Design uart_seq, sky130hd; sources not shown.
M1 wires:
(6 px per um) Supply wires on this layer in grey.
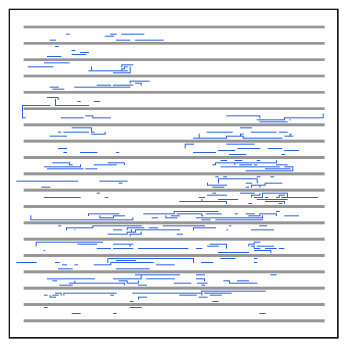
share of all routed wire	38%
nets with wire on the layer	118
main direction	horizontal
grt met1 use: 0.157
Vias: 775

The metal 2 layer:
(4 px per um) Cells faint in the background.
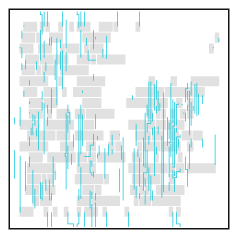
wire length on this layer	838 um
nets with wire on the layer	139
main direction	vertical
share of all routed wire	46%
longest straight run	24.8 um
met2 usage: 0.205
WL final: 1830 um

Metal 3:
(6 px per um)
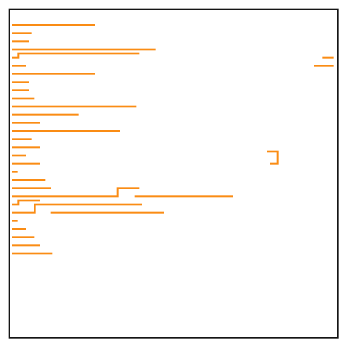
nets with wire on the layer	33
wire length on this layer	279 um
share of all routed wire	15%
main direction	horizontal
longest straight run	23.7 um
M3 GR Usage: 0.109

Pin map:
(6 px per um) Pins as bars across the die edge, other pins in grey.
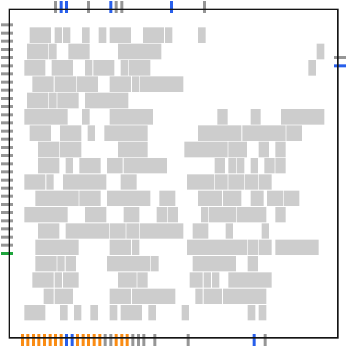
port	colour	pins	direction	edge
`clk`	green	1	input	left
`rx_data`	blue	8	output	4 top, 3 bottom, 1 right
`uart_din`	orange	16	input	bottom
all pins by edge	29 left, 27 bottom, 9 top, 2 right
die width: 54.5 um
Die Height: 54.5 um

==> impl_metrics.tcl <==
# place-and-route summary
set metrics [dict create \
    dp_hpwl_um 1540 \
    antenna_cells 0 \
    setup_viol 0 \
    areaGrowthSynthToFinish_pct 55.3 \
    initCoreUtil 0.343 \
    holdPathStages 3 \
    cts_tree "yes" \
    flop_area_um2 240 \
    h-tree-depth 1 \
    largest_register_ffs 8 \
    io_buffers 33 \
    tool_warnings 44 \
    drv_slew 0 \
    core_mm2 0.00245 \
    total_power_uw 780 \
    clk_pin_slew_worst_paths_ns 0.09 \
    maxCapViolations 0 \
    grt_pass1_wl_um 2960 \
    cts_hold_buffers 0 \
    track_usage 0.138 \
    rrSetupSlack_ns 0.24 \
    peakVddDrop_uv 524 \
    min_period_over_period 0.934 \
    ys_seq_frac 0.285 \
    fin_area_mm2 0.00131 \
    synth_cells 102 \
    num-fill-cells 226 \
    power-per-cell-area_mw_per_mm2 596 \
    period_needed_ns 1.87 \
    crit_chain "clkdlybuf4s50_1" \
    ys_warn_count 0 \
    synth_stat.cells 102 \
    p_leak_uw 0.000505 \
    ant_nets 0 \
    slowest_delay_ns 0.87 \
    fp-row-count 18 \
    dp_slack_ns 0.260 \
    cp-start-kind "flop" \
    grt_max_degree 10 \
    cts-root-buf "clkbuf_4" \
    drt_first_pass_iters 4 \
    syn-cell-area_um2 842 \
    io_pins 67 \
    postSynthAreaPerCell_um2 8.26 \
    min_path_type "input pin to flop" \
    fin_ws_ns 0.132 \
    largest_area_cell "dfxtp_1" \
    setup_tns_ns 0 \
    worstPathArrival_ns 1.67 \
    utilization 0.533 \
    path_delay_family "buffers and inverters" \
    path_buffers 1 \
    worst-r2r-cell-count 5 \
    cp_slowest_cell "clkdlybuf4s50_1" \
    timing.fmax_ghz 0.535 \
    outcome "finished, final reports clean" \
    postCtsSetupRepairBufs 0 \
    gp_congestion 0.680 \
    cts_resized 0 \
    layout_top_cells "clkdlybuf4s50_1 (21), conb_1 (17), nor2_1 (12), dfxtp_1 (12), buf_12 (12)" \
    critical_path_class "flop to output port" \
    grt_remaining_overflow 0 \
    crit_fanout 9 \
    clk-insertion-delay-late_ns 0.28 \
    dpl-instance-area_mm2 0.00127 \
    clock_path_buffers 2 \
    drtIter0Drc 6 \
    fin_skew_ns 0.00455 \
    lay_top_count "clkdlybuf4s50_1" \
    drive_gt1_frac 0.168 \
    topCellsByArea "dfxtp_1 (29%), buf_4 (15%), mux2i_1 (11%)" \
    cts.sinks 12 \
    crit_required_ns 1.80 \
    numCtsBuffers 3 \
    rsz0062_at_grt "false" \
    hold_viol 0 \
    chipArea_mm2 0.00297 \
    comb_area_um2 502 \
]
where the power goes:
group / leakage [uW] / switching (uW) / internal (uW) / total (uW)
Combinational: 0.000387 / 174 / 127 / 301
Clock: 0.0000210 / 89.7 / 111 / 200
Sequential: 0.0000973 / 24.7 / 253 / 278
final cells by class:
class	instances	area share
well taps	30	0.0287
multi-input cells	79	0.384
inverters	7	0.0201
clock buffers	4	0.0278
repair buffers	35	0.356
flip-flops and latches	12	0.184
layer usage:
layer	up-vias	global-route usage	wire [um]
met2	36	0.205	837
met4	0	0.0250	6
met3	2	0.109	279
met5	-	0	0
li1	388	-	-
met1	349	0.157	702
per-stage QoR:
step / std cells / hold slack (ns)
3_5_place_dp: 163 / 0.480
5_1_grt: 167 / 0.498
2_1_floorplan: 118 / 0.269
3_3_place_gp: 163 / 0.457
6_report: 167 / 0.483
4_1_cts: 167 / 0.485
tightest hold or removal path, cell delays in order:
cell and delay, ns:
clkdlybuf4s50_1 0.39, inv_1 0.07, a211oi_1 0.06
cell families after synthesis:
| logic type | Yosys count | synth area share |
|---|---|---|
| xor gates and xnor gates | 2 | 0.0208 |
| other | 1 | 0.00445 |
| buffers and inverters | 27 | 0.196 |
| DFF | 12 | 0.285 |
| muxes | 9 | 0.107 |
| AOI/OAI and AO/OA | 19 | 0.153 |
| and+or+nand+nor | 30 | 0.204 |
| adders and majority gates | 2 | 0.0297 |
synth_stat cells, drive strengths merged:
| master | instances |
|---|---|
| conb | 1 |
| inv | 7 |
| a21oi | 7 |
| or4b | 1 |
| o211ai | 1 |
| nand3 | 1 |
| nor2 | 12 |
| nand2 | 2 |
| o21ai | 7 |
| o41ai | 1 |
| a211o | 1 |
| xnor2 | 2 |
| and3 | 1 |
| nand2b | 1 |
| ha | 2 |
| o31ai | 1 |
| buf | 19 |
| clkbuf | 1 |
| nor3b | 1 |
| a211oi | 1 |
| nor3 | 1 |
| or4 | 1 |
| mux2i | 9 |
| nand4bb | 1 |
| nand4 | 1 |
| dfxtp | 12 |
| or3b | 2 |
| or3 | 5 |
No activity file was given, so power comes from the tool's default toggle rates.
